## src/rtl/qoa_pkg.sv

```systemverilog
// Shared definitions for the QOA SPI slave front-end: SPI mode encodings and
// the transfer FSM state type.
package qoa_pkg;

   localparam logic [1:0] SPI_MODE0 = 2'd0;
   localparam logic [1:0] SPI_MODE1 = 2'd1;
   localparam logic [1:0] SPI_MODE2 = 2'd2;
   localparam logic [1:0] SPI_MODE3 = 2'd3;

   typedef enum logic {
      ST_IDLE   = 1'b0,
      ST_ACTIVE = 1'b1
   } spi_state_e;

   // Mode number bit 1 is the clock polarity, bit 0 the clock phase.
   function automatic logic mode_cpol(input logic [1:0] mode);
      return mode[1];
   endfunction

   function automatic logic mode_cpha(input logic [1:0] mode);
      return mode[0];
   endfunction

endpackage

```

## src/rtl/qoa_sync_fifo.sv

```systemverilog
// Single-clock FIFO with extra-MSB pointers and a registered head word.
// A push while full is dropped unless a pop happens in the same cycle.
module qoa_sync_fifo
   import qoa_pkg::*;
#(
   parameter int WIDTH = 8,
   parameter int DEPTH = 4
) (
   input  logic             clk,
   input  logic             rst,
   input  logic             push,
   input  logic [WIDTH-1:0] push_data,
   input  logic             pop,
   output logic             full,
   output logic             empty,
   output logic [WIDTH-1:0] head,
   output logic             drop
);

   localparam int AW = $clog2(DEPTH);
   localparam logic [AW:0] PTR_ONE = (AW+1)'(1);

   logic [WIDTH-1:0] mem_q [DEPTH];
   logic [WIDTH-1:0] head_q, head_d;
   logic [AW:0]      wr_q, wr_d, rd_q, rd_d, rd_next_s;
   logic             push_en_s, pop_en_s;

   assign empty     = (wr_q == rd_q);
   assign full      = (wr_q[AW] != rd_q[AW]) && (wr_q[AW-1:0] == rd_q[AW-1:0]);
   assign pop_en_s  = pop & ~empty;
   assign push_en_s = push & (~full | pop_en_s);
   assign drop      = push & full & ~pop_en_s;
   assign rd_next_s = rd_q + PTR_ONE;
   assign head      = head_q;

   always_comb begin
      wr_d   = push_en_s ? (wr_q + PTR_ONE) : wr_q;
      rd_d   = pop_en_s ? rd_next_s : rd_q;
      head_d = head_q;
      // The head register looks ahead so it always shows the entry at rd_d.
      if (pop_en_s) begin
         if (push_en_s && (rd_next_s == wr_q)) begin
            head_d = push_data;
         end else begin
            head_d = mem_q[rd_next_s[AW-1:0]];
         end
      end else if (push_en_s && empty) begin
         head_d = push_data;
      end else begin
         head_d = head_q;
      end
   end

   always_ff @(posedge clk or posedge rst) begin
      if (rst) begin
         wr_q   <= '0;
         rd_q   <= '0;
         head_q <= '0;
         for (int i = 0; i < DEPTH; i++) begin
            mem_q[i] <= '0;
         end
      end else begin
         wr_q   <= wr_d;
         rd_q   <= rd_d;
         head_q <= head_d;
         if (push_en_s) begin
            mem_q[wr_q[AW-1:0]] <= push_data;
         end
      end
   end

endmodule

```

## src/rtl/qoa_spi_slave.sv

```systemverilog
// SPI slave front-end for the QOA decoder, oversampled in the sys_clk domain.
// RX words go to a FIFO; TX words come from a one-entry holding register.
module qoa_spi_slave
   import qoa_pkg::*;
#(
   parameter int RX_W        = 8,
   parameter int TX_W        = 16,
   parameter bit CPOL        = 1'b0,
   parameter bit CPHA        = 1'b0,
   parameter int SYNC_STAGES = 2,
   parameter int RX_DEPTH    = 4
) (
   input  logic            sys_clk,
   input  logic            sys_rst,
   input  logic            spi_sclk,
   input  logic            spi_cs_n,
   input  logic            spi_mosi,
   output logic            spi_miso,
   output logic            spi_miso_oe,
   output logic [RX_W-1:0] rx_data,
   output logic            rx_valid,
   input  logic            rx_ready,
   output logic            rx_overflow,
   input  logic [TX_W-1:0] tx_data,
   input  logic            tx_valid,
   output logic            tx_ready,
   output logic            tx_underrun,
   output logic            busy
);

   localparam int RXC_W = $clog2(RX_W);
   localparam int TXC_W = $clog2(TX_W);
   localparam logic [RXC_W-1:0] RX_LAST = RXC_W'(RX_W - 1);
   localparam logic [RXC_W-1:0] RX_ONE  = RXC_W'(1);
   localparam logic [TXC_W-1:0] TX_LAST = TXC_W'(TX_W - 1);
   localparam logic [TXC_W-1:0] TX_ONE  = TXC_W'(1);
   localparam logic FIRST_INIT = CPHA;

   logic [SYNC_STAGES-1:0] sclk_sync_q, cs_sync_q, mosi_sync_q;
   logic sclk_prev_q, cs_prev_q;
   logic sclk_s, cs_s, mosi_s;
   logic lead_s, trail_s, sample_s, shift_s, cs_fall_s, cs_rise_s;

   spi_state_e state_q, state_d;
   logic [RX_W-1:0]  rx_shift_q, rx_shift_d, word_q, word_d;
   logic [RXC_W-1:0] rx_cnt_q, rx_cnt_d;
   logic [TX_W-1:0]  tx_shift_q, tx_shift_d, hold_q, hold_d;
   logic [TXC_W-1:0] tx_cnt_q, tx_cnt_d;
   logic tx_first_q, tx_first_d, word_push_q, word_push_d;
   logic hold_valid_q, hold_valid_d, frame_load_s;
   logic miso_q, miso_d, underrun_q, underrun_d, overflow_q;
   logic fifo_full_s, fifo_empty_s, fifo_drop_s;

   always_ff @(posedge sys_clk or posedge sys_rst) begin
      if (sys_rst) begin
         sclk_sync_q <= {SYNC_STAGES{CPOL}};
         cs_sync_q   <= '1;
         mosi_sync_q <= '0;
         sclk_prev_q <= CPOL;
         cs_prev_q   <= 1'b1;
      end else begin
         sclk_sync_q <= {sclk_sync_q[SYNC_STAGES-2:0], spi_sclk};
         cs_sync_q   <= {cs_sync_q[SYNC_STAGES-2:0], spi_cs_n};
         mosi_sync_q <= {mosi_sync_q[SYNC_STAGES-2:0], spi_mosi};
         sclk_prev_q <= sclk_sync_q[SYNC_STAGES-1];
         cs_prev_q   <= cs_sync_q[SYNC_STAGES-1];
      end
   end

   assign sclk_s    = sclk_sync_q[SYNC_STAGES-1];
   assign cs_s      = cs_sync_q[SYNC_STAGES-1];
   assign mosi_s    = mosi_sync_q[SYNC_STAGES-1];
   assign lead_s    = (sclk_s != sclk_prev_q) && (sclk_s != CPOL);
   assign trail_s   = (sclk_s != sclk_prev_q) && (sclk_s == CPOL);
   assign cs_fall_s = ~cs_s & cs_prev_q;
   assign cs_rise_s = cs_s & ~cs_prev_q;

   generate
      if (CPHA == 1'b0) begin : g_cpha0
         assign sample_s = lead_s;
         assign shift_s  = trail_s;
      end else begin : g_cpha1
         assign sample_s = trail_s;
         assign shift_s  = lead_s;
      end
   endgenerate

   always_comb begin
      state_d      = state_q;
      rx_shift_d   = rx_shift_q;
      rx_cnt_d     = rx_cnt_q;
      tx_shift_d   = tx_shift_q;
      tx_cnt_d     = tx_cnt_q;
      tx_first_d   = tx_first_q;
      word_d       = word_q;
      word_push_d  = 1'b0;
      frame_load_s = 1'b0;
      hold_d       = hold_q;
      hold_valid_d = hold_valid_q;
      underrun_d   = 1'b0;
      case (state_q)
         ST_IDLE: begin
            if (cs_fall_s) begin
               state_d      = ST_ACTIVE;
               rx_shift_d   = '0;
               rx_cnt_d     = '0;
               tx_cnt_d     = '0;
               tx_first_d   = FIRST_INIT;
               frame_load_s = 1'b1;
            end else begin
               state_d = ST_IDLE;
            end
         end
         ST_ACTIVE: begin
            if (cs_rise_s) begin
               // Abandon any partial word in both directions.
               state_d    = ST_IDLE;
               rx_shift_d = '0;
               rx_cnt_d   = '0;
               tx_shift_d = '0;
               tx_cnt_d   = '0;
               tx_first_d = 1'b0;
            end else begin
               if (sample_s) begin
                  rx_shift_d = {rx_shift_q[RX_W-2:0], mosi_s};
                  if (rx_cnt_q == RX_LAST) begin
                     rx_cnt_d    = '0;
                     word_d      = rx_shift_d;
                     word_push_d = 1'b1;
                  end else begin
                     rx_cnt_d = rx_cnt_q + RX_ONE;
                  end
               end else begin
                  rx_cnt_d = rx_cnt_q;
               end
               if (shift_s) begin
                  if (tx_first_q) begin
                     tx_first_d = 1'b0;
                  end else if (tx_cnt_q == TX_LAST) begin
                     tx_cnt_d     = '0;
                     frame_load_s = 1'b1;
                  end else begin
                     tx_shift_d = tx_shift_q << 1;
                     tx_cnt_d   = tx_cnt_q + TX_ONE;
                  end
               end else begin
                  tx_cnt_d = tx_cnt_q;
               end
            end
         end
         default: begin
            state_d = ST_IDLE;
         end
      endcase

      // Frame load reads the holding register as it was before any load this cycle.
      if (frame_load_s) begin
         if (hold_valid_q) begin
            tx_shift_d   = hold_q;
            hold_valid_d = 1'b0;
         end else begin
            tx_shift_d = '0;
            underrun_d = 1'b1;
         end
      end else begin
         underrun_d = 1'b0;
      end
      if (tx_valid && !hold_valid_q) begin
         hold_d       = tx_data;
         hold_valid_d = 1'b1;
      end else begin
         hold_d = hold_q;
      end

      miso_d = (state_d == ST_ACTIVE) ? tx_shift_d[TX_W-1] : 1'b0;
   end

   always_ff @(posedge sys_clk or posedge sys_rst) begin
      if (sys_rst) begin
         state_q      <= ST_IDLE;
         rx_shift_q   <= '0;
         rx_cnt_q     <= '0;
         tx_shift_q   <= '0;
         tx_cnt_q     <= '0;
         tx_first_q   <= 1'b0;
         word_q       <= '0;
         word_push_q  <= 1'b0;
         hold_q       <= '0;
         hold_valid_q <= 1'b0;
         miso_q       <= 1'b0;
         underrun_q   <= 1'b0;
         overflow_q   <= 1'b0;
      end else begin
         state_q      <= state_d;
         rx_shift_q   <= rx_shift_d;
         rx_cnt_q     <= rx_cnt_d;
         tx_shift_q   <= tx_shift_d;
         tx_cnt_q     <= tx_cnt_d;
         tx_first_q   <= tx_first_d;
         word_q       <= word_d;
         word_push_q  <= word_push_d;
         hold_q       <= hold_d;
         hold_valid_q <= hold_valid_d;
         miso_q       <= miso_d;
         underrun_q   <= underrun_d;
         overflow_q   <= fifo_drop_s & ~fifo_full_s ? 1'b0 : fifo_drop_s;
      end
   end

   qoa_sync_fifo #(
      .WIDTH (RX_W),
      .DEPTH (RX_DEPTH)
   ) u_rx_fifo (
      .clk       (sys_clk),
      .rst       (sys_rst),
      .push      (word_push_q),
      .push_data (word_q),
      .pop       (rx_ready),
      .full      (fifo_full_s),
      .empty     (fifo_empty_s),
      .head      (rx_data),
      .drop      (fifo_drop_s)
   );

   assign rx_valid    = ~fifo_empty_s;
   assign rx_overflow = overflow_q;
   assign tx_ready    = ~hold_valid_q;
   assign tx_underrun = underrun_q;
   assign spi_miso    = miso_q;
   assign spi_miso_oe = (state_q == ST_ACTIVE);
   assign busy        = (state_q == ST_ACTIVE);

endmodule
```

## config.mk

```make
export PLATFORM = sky130hd
export DESIGN_NAME = qoa_spi_slave
export DESIGN_NICKNAME = d
export VERILOG_FILES = /design/src/rtl/qoa_pkg.sv /design/src/rtl/qoa_sync_fifo.sv /design/src/rtl/qoa_spi_slave.sv
export SDC_FILE = /design/constraint.sdc
export NUM_CORES = 1
export LEC_CHECK = 0
export ABC_AREA = 1
export CAP_MARGIN = 25
export CELL_PAD_IN_SITES_DETAIL_PLACEMENT = 1
export CELL_PAD_IN_SITES_GLOBAL_PLACEMENT = 2
export CORE_AREA = 2 2 126 128
export CTS_CLUSTER_DIAMETER = 40
export DETAILED_ROUTE_END_ITERATION = 12
export DIE_AREA = 0 0 128 130
export PLACE_DENSITY = 0.75
export SYNTH_ARGS = -nofsm -noshare
export SYNTH_HDL_FRONTEND = slang
export SYNTH_SLANG_ARGS = --single-unit
```

## constraint.sdc

```tcl
create_clock -name sys_clk -period 3.8 [get_ports sys_clk]
set_input_delay 0.57 -clock sys_clk [delete_from_list [all_inputs] [get_ports sys_clk]]
set_output_delay 0.57 -clock sys_clk [all_outputs]
set_load 0.005 [all_outputs]
```

==> run_1/placement_by_type.png <==
Scale bar: 50 µm. Fill, decap, tap and diode cells in gray.
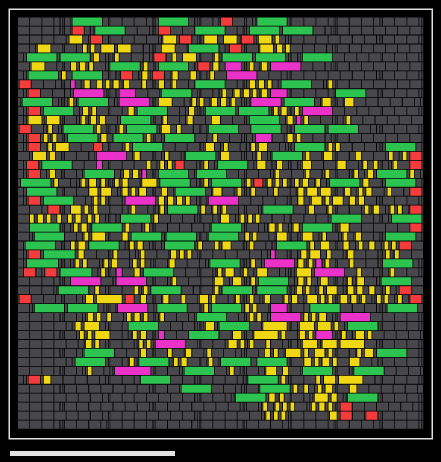
legend:
  combinational and other logic:
    color: yellow
    cells: 405
    share_of_their_area: 36%
  clock drivers and dummy loads:
    color: magenta
    cells: 32
    share_of_their_area: 9.6%
  other buffers and delay cells:
    color: red
    cells: 41
    share_of_their_area: 6.7%
  flops:
    color: green
    cells: 114
    share_of_their_area: 48%
row count: 46
fraction of area in registers: 45.9%

==> run_1/placement.png <==
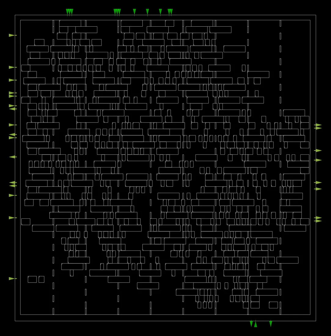
Layout Utilization: 40.4%
fillers: 1,794
tap cells: 192
final non-filler cell total: 784

==> metrics.csv, run 1 <==
metric;value;unit
Final Hold Viols;0;
top cells by area;dfrtp_1 54%, nand2_1 12%, nand3_1 4.6%;
crit path kind;reg2out;
switching share of power;29.9;%
Max-area cell share;54.2;%
Post-synth top cells;162 x nand2_1, 111 x dfrtp_1, 47 x nand3_1;
worst slew pin tran;0.842;ns
antenna-violating nets left;0;
XOR-XNOR Cells, Area Fraction;0.512;%
design area;6230;µm²
final max-slew violation count;0;
busiest grt layer;met2;
crit share post-route;70.4;%
setup_tns;0;ns
met1 Track Usage GR;19.2;%
Critical Path AT;2.11;ns
FP Core Util;33.2;%
I/O pin count;38;
wire length on met1;5260;µm
Synth flops;114;
reg2reg path depth;10;
cell-internal power;2.88;mW
Logic pwr share;23.8;%
Post-Syn Nets;568;
tool warning count;29;
CTS HTree Levels;4;
Seq pwr share;39.1;%
routing usage on met3;3.81;%
CP Max Fanout;19;
Synth Instances;537;
Clk pwr share;37.1;%
Max-Cap Viols;0;
Core ar.;15400;µm²
top power group;registers;
logic area;1980;µm²
dominant logic cell type in the layout;nand2_1;
ys flop type;dfrtp_1;
DRC errors left;0;
worst slack, placed;1.53;ns
Pleak;2.84;nW
RSZ-0062 raised after global routing;false;
Final Worst Setup Slack;1.12;ns
root buf cell;clkbuf_16;
Hold Path Depth;0;
Yosys top cell by instances;nand2_1;
crit-path cells;inv_6, nand2_4, nand2_2, nand3_2, clkdlybuf4s50_1;
Die H;130;µm
Power Total;4.12;mW
Post-DP Area;5660;µm²
Top Layout Cells;162 x nand2_1, 111 x dfrtp_1, 47 x nand3_1, 37 x clkdlybuf4s50_1, 35 x inv_1;
Dominant comb cell;simple AND/OR/NAND/NOR gates;
Mapped Area;5130;µm²
AO/OA Area Share;10.4;%
VDD IR max;0.324;mV
Mean Syn Cell Area;9.55;µm²
status;complete, no violations;
Synth Seq Share;55.7;%
yosys cell count;537;
simple share;22.1;%
PostCTS Resize Cnt;0;
Slowest-stage cell, CP;dfrtp_1;
Late-Pin Clk Latency;0.41;ns
diode count;0;
# nets final;610;
Port-buffer cells;37;
headroom to the max-slew limit;43.4;%
CTS Sinks;114;
Detailed Route WL;11500;µm
area leader, netlist;dfrtp_1;
Post-Place Cells;752;
Top class by area;registers;
synth warn;0;
Critical Path RT;3.23;ns
Net Sw Power;1.23;mW
number of global-route vias before repair;4098;
Crit. Startpoint;u_rx_fifo.rd_q[0];
Final min period;2.68;ns
number of cells on the critical path;5;
largest registers;u_rx_fifo.mem_q x32, hold_q x16, tx_shift_q x16;
Flop Count;114;
==> run_1/wires.png <==
Scale bar: 50 µm.
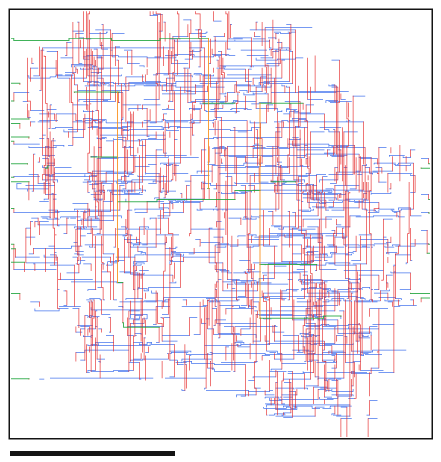
legend:
  metal 4:
    color: orange
    wire_length: 169 µm
  metal 1:
    color: blue
    wire_length: 5,260 µm
  metal 2:
    color: red
    wire_length: 5,790 µm
  metal 3:
    color: green
    wire_length: 271 µm
Global Route Usage Sum: 15.4%
total vias in the final route: 3,774
post-DR wirelength/cell: 14.7 µm

==> run_1/logic_types.png <==
Scale bar: 50 µm.
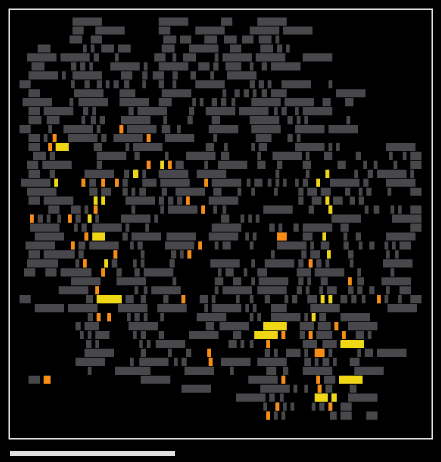

==> run 2, diff against run 1 <==
CORE_AREA = 2 2 121 123   (was 2 2 126 128)
DIE_AREA = 0 0 123 125   (was 0 0 128 130)
PLACE_DENSITY = 0.78   (was 0.75)
clock period = 2.65 ns   (was 3.8 ns; I/O delays follow)
==> run_2/logic_types.png <==
Scale bar: 20 µm.
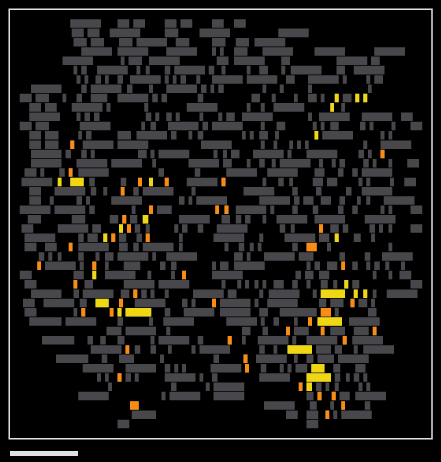
legend:
  inverters:
    color: orange
    cells: 45
    most_used: inv_1
  NOR gates:
    color: yellow
    cells: 25
    most_used: nor2_1
    where: all over the die

==> metrics.csv, run 2 <==
metric;value;unit;change
wire length on met1;5320;µm;+1.1%
worst slew pin tran;0.803;ns;-0.0394 ns
slowest stage delay, CP;0.45;ns;
CTS HTree Levels;4;;unchanged
Cell Type Count;34;;
I/O pin count;38;;unchanged
asr flop ratio synth;100;%;
Flop Count;114;;unchanged
Pleak;2.83;nW;about the same
simple share;22.1;%;unchanged
Detailed Route WL;11600;µm;+1.3%
XOR-XNOR Cells, Area Fraction;0.512;%;unchanged
Post-synth top cells;162 x nand2_1, 111 x dfrtp_1, 47 x nand3_1;;
HPWL after DPL;7940;µm;
Seq pwr share;38.9;%;-0.2 points
VDD IR max;0.342;mV;+5.4%
initial antenna violation count;0;;
Die ar.;15400;µm²;
CTS Buffer Depth;2;;
register area;2860;µm²;
headroom to the max-slew limit;46.1;%;+2.6 points
clock network area share;8.69;%;
adder share;1.95;%;
final non-filler cell total;778;;-0.77%
logic area;1980;µm²;unchanged
crit-path cells;inv_6, nand2_4, nand2_2, nand3_2, clkdlybuf4s50_1;;
Comb. pwr;1.46;mW;
top cells by area;dfrtp_1 54%, nand2_1 12%, nand3_1 4.6%;;
final max-slew violation count;0;;unchanged
Top Layout Cells;162 x nand2_1, 111 x dfrtp_1, 47 x nand3_1, 37 x clkdlybuf4s50_1, 35 x inv_1;;
worst slack, placed;0.663;ns;-0.865 ns
design area;6220;µm²;-0.10%
clk pwr;2.11;mW;
synth warn;0;;unchanged
top power group;registers;;
FP Core Util;36.1;%;+2.9 points
routing usage on met3;3.92;%;+0.11 points
setup_tns;0;ns;unchanged
fmax;464;MHz;
tap cells;184;;-4.2%
area leader, netlist;dfrtp_1;;
tool warning count;31;;+6.9%
met1 Track Usage GR;21.5;%;+2.2 points
critical hold path startpoint;sclk_sync_q[0];;
fillers;1653;;-7.9%
Critical Path Start Type;flip-flop;;
Critical Path AT;1.76;ns;-0.35 ns
antenna-violating nets left;0;;unchanged
Power Total;5.86;mW;+42%
total vias in the final route;3765;;-0.24%
root buf cell;clkbuf_16;;
Non-clock buffering overhead;7.00;%;
Final min period;2.15;ns;
RSZ-0062 raised after global routing;false;;
number of setup buffers added after CTS;0;;
crit path kind;reg2out;;
Critical Path RT;2.25;ns;-0.98 ns
Max-area cell share;54.2;%;unchanged
Final Worst Setup Slack;0.496;ns;-0.628 ns
largest registers;u_rx_fifo.mem_q x32, hold_q x16, tx_shift_q x16;;
cell-internal power;4.07;mW;+41%
CTS tree;yes;;
DRC errors left;0;;unchanged
setup violators final;0;;
combinational gate count;360;;
first-pass iteration count of the detailed router;4;;
Synth Instances;537;;unchanged
Net Sw Power;1.79;mW;+45%
status;complete, no violations;;
via-per-instance ratio;4.84;;
Final Hold Viols;0;;unchanged
Bufs and invs on worst path;2;;
CTS Sinks;114;;unchanged
Reg2Reg Capture Point;u_rx_fifo.head[6];;
P_seq;2.28;mW;
Mean Syn Cell Area;9.55;µm²;unchanged
row count;44;;-4.3%
reg2reg path depth;10;;unchanged
Max-Cap Viols;0;;unchanged
YS chip area;5130;µm²;
PwrDens;941;nW/µm²;
Post-Syn Nets;568;;unchanged
Hold Slack;0.355;ns;
Layout Utilization;43.8;%;+3.4 points
MUX share of area;3.51;%;
routed length on met3;262;µm;
Worst Setup EP;rx_valid;;
Post-DP Area;5680;µm²;+0.46%
Slowest-stage cell, CP;dfrtp_1;;
Crit. Startpoint;u_rx_fifo.rd_q[0];;
number of global-route vias before repair;4094;;-0.098%
crit share post-route;81.3;%;
number of cells on the critical path;5;;unchanged
Core ar.;14200;µm²;-7.9%
largest net degree at the start of global routing;115;;
Synth flops;114;;unchanged
Crit Reg-Reg Startpoint;u_rx_fifo.rd_q[0];;
ys flop type;dfrtp_1;;
Synth Seq Share;55.7;%;unchanged
diode count;0;;unchanged
yosys cell count;537;;unchanged
Port-buffer cells;37;;unchanged
Hold Path Depth;0;;unchanged
Die H;125;µm;-3.8%
AO/OA Area Share;10.4;%;unchanged
Late-Pin Clk Latency;0.42;ns;about the same
global-route wire length before repair;20300;µm;
# nets final;613;;+0.49%
post-DR wirelength/cell;15.0;µm;+2.1%
Clk pin slew, worst setup/hold paths;0.05;ns;
Global Route Usage Sum;17.1;%;+1.7 points
Yosys top cell by instances;nand2_1;;
# clk buffers;25;;
Post-Place Cells;747;;-0.66%
PostCTS Resize Cnt;0;;unchanged
Mapped Area;5130;µm²;unchanged
Final Wtd Congestion;0.797;;
Clk pwr share;36.1;%;-1.0 points
switching share of power;30.5;%;+0.59 points
Logic pwr share;25.0;%;+1.2 points
# hold bufs at CTS;0;;
highest metal used;met4;;
met2 wire len;5780;µm;
CP endpoint kind;primary output;;
CP Max Fanout;18;;-1
Dominant comb cell;simple AND/OR/NAND/NOR gates;;
fraction of area in registers;45.9;%;+0.046 points
Top class by area;registers;;
busiest grt layer;met2;;
dominant logic cell type in the layout;nand2_1;;
==> run_2/wires.png <==
Scale bar: 20 µm.
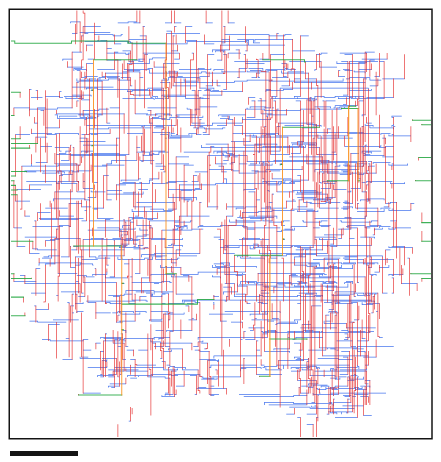

==> run 3, diff against run 2 <==
clock period = 2.25 ns   (was 2.65 ns; I/O delays follow)
==> run_3/wires.png <==
Scale bar: 20 µm.
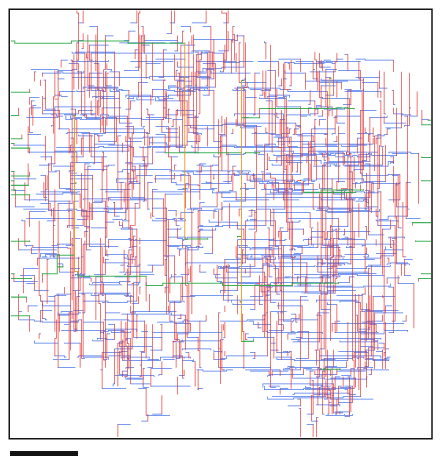
legend:
  metal 3:
    color: green
    wire_length: 333 µm
  metal 4:
    color: orange
    wire_length: 189 µm
  metal 2:
    color: red
    wire_length: 6,030 µm
  metal 1:
    color: blue
    wire_length: 5,410 µm
Global Route Usage Sum: 17.2%
post-DR wirelength/cell: 15.3 µm
total vias in the final route: 3,830
Detailed Route WL: 12,000 µm

==> metrics.csv, run 3 <==
metric;value;unit;change
status;complete, no violations;;
XOR-XNOR Cells, Area Fraction;0.512;%;unchanged
largest net degree at the start of global routing;65;;-43%
diode count;0;;unchanged
RSZ-0062 raised after global routing;false;;
critical hold path startpoint;spi_cs_n;;
Hold Path Depth;1;;+1
CTS Sinks;114;;unchanged
setup violators final;0;;unchanged
Net Sw Power;2.26;mW;+26%
CTS HTree Levels;4;;unchanged
fmax;466;MHz;
Post-Syn Nets;568;;unchanged
final max-slew violation count;0;;unchanged
Dominant comb cell;simple AND/OR/NAND/NOR gates;;
Hold Slack;0.336;ns;-0.0192 ns
Slowest-stage cell, CP;clkdlybuf4s50_1;;
final non-filler cell total;783;;+0.64%
Reg2Reg Capture Point;u_rx_fifo.head[0];;
Cell Type Count;34;;unchanged
crit share post-route;95.3;%;
via-per-instance ratio;4.89;;+1.1%
Mean Syn Cell Area;9.55;µm²;unchanged
tool warning count;29;;-6.5%
Late-Pin Clk Latency;0.41;ns;about the same
AO/OA Area Share;10.4;%;unchanged
CTS Buffer Depth;2;;unchanged
top cells by area;dfrtp_1 54%, nand2_1 12%, nand3_1 4.6%;;
synth warn;0;;unchanged
first-pass iteration count of the detailed router;4;;unchanged
initial antenna violation count;0;;unchanged
top power group;the clock network;;
crit path kind;reg2out;;
headroom to the max-slew limit;58.9;%;+13 points
Layout Utilization;45.1;%;+1.3 points
# hold bufs at CTS;0;;unchanged
routed length on met3;333;µm;+27%
Crit. Startpoint;u_rx_fifo.rd_q[0];;
area leader, netlist;dfrtp_1;;
Post-Place Cells;749;;+0.27%
P_seq;2.71;mW;+19%
Synth Seq Share;55.7;%;unchanged
number of global-route vias before repair;4160;;+1.6%
Synth Instances;537;;unchanged
Power Total;7.57;mW;+29%
slowest stage delay, CP;0.45;ns;about the same
Critical Path Start Type;flip-flop;;
combinational gate count;360;;unchanged
adder share;1.95;%;unchanged
worst slack, placed;-0.0168;ns;-0.680 ns
fraction of area in registers;44.6;%;-1.3 points
Core ar.;14200;µm²;unchanged
asr flop ratio synth;100;%;unchanged
Worst Setup EP;rx_valid;;
highest metal used;met4;;
reg2reg path depth;10;;unchanged
Die H;125;µm;unchanged
CP Max Fanout;18;;unchanged
Port-buffer cells;37;;unchanged
number of setup buffers added after CTS;0;;unchanged
Comb. pwr;1.92;mW;+32%
fillers;1626;;-1.6%
Post-synth top cells;162 x nand2_1, 111 x dfrtp_1, 47 x nand3_1;;
FP Core Util;36.1;%;unchanged
Max-Cap Viols;0;;unchanged
switching share of power;29.8;%;-0.71 points
No activity file was given, so power comes from the tool's default toggle rates.
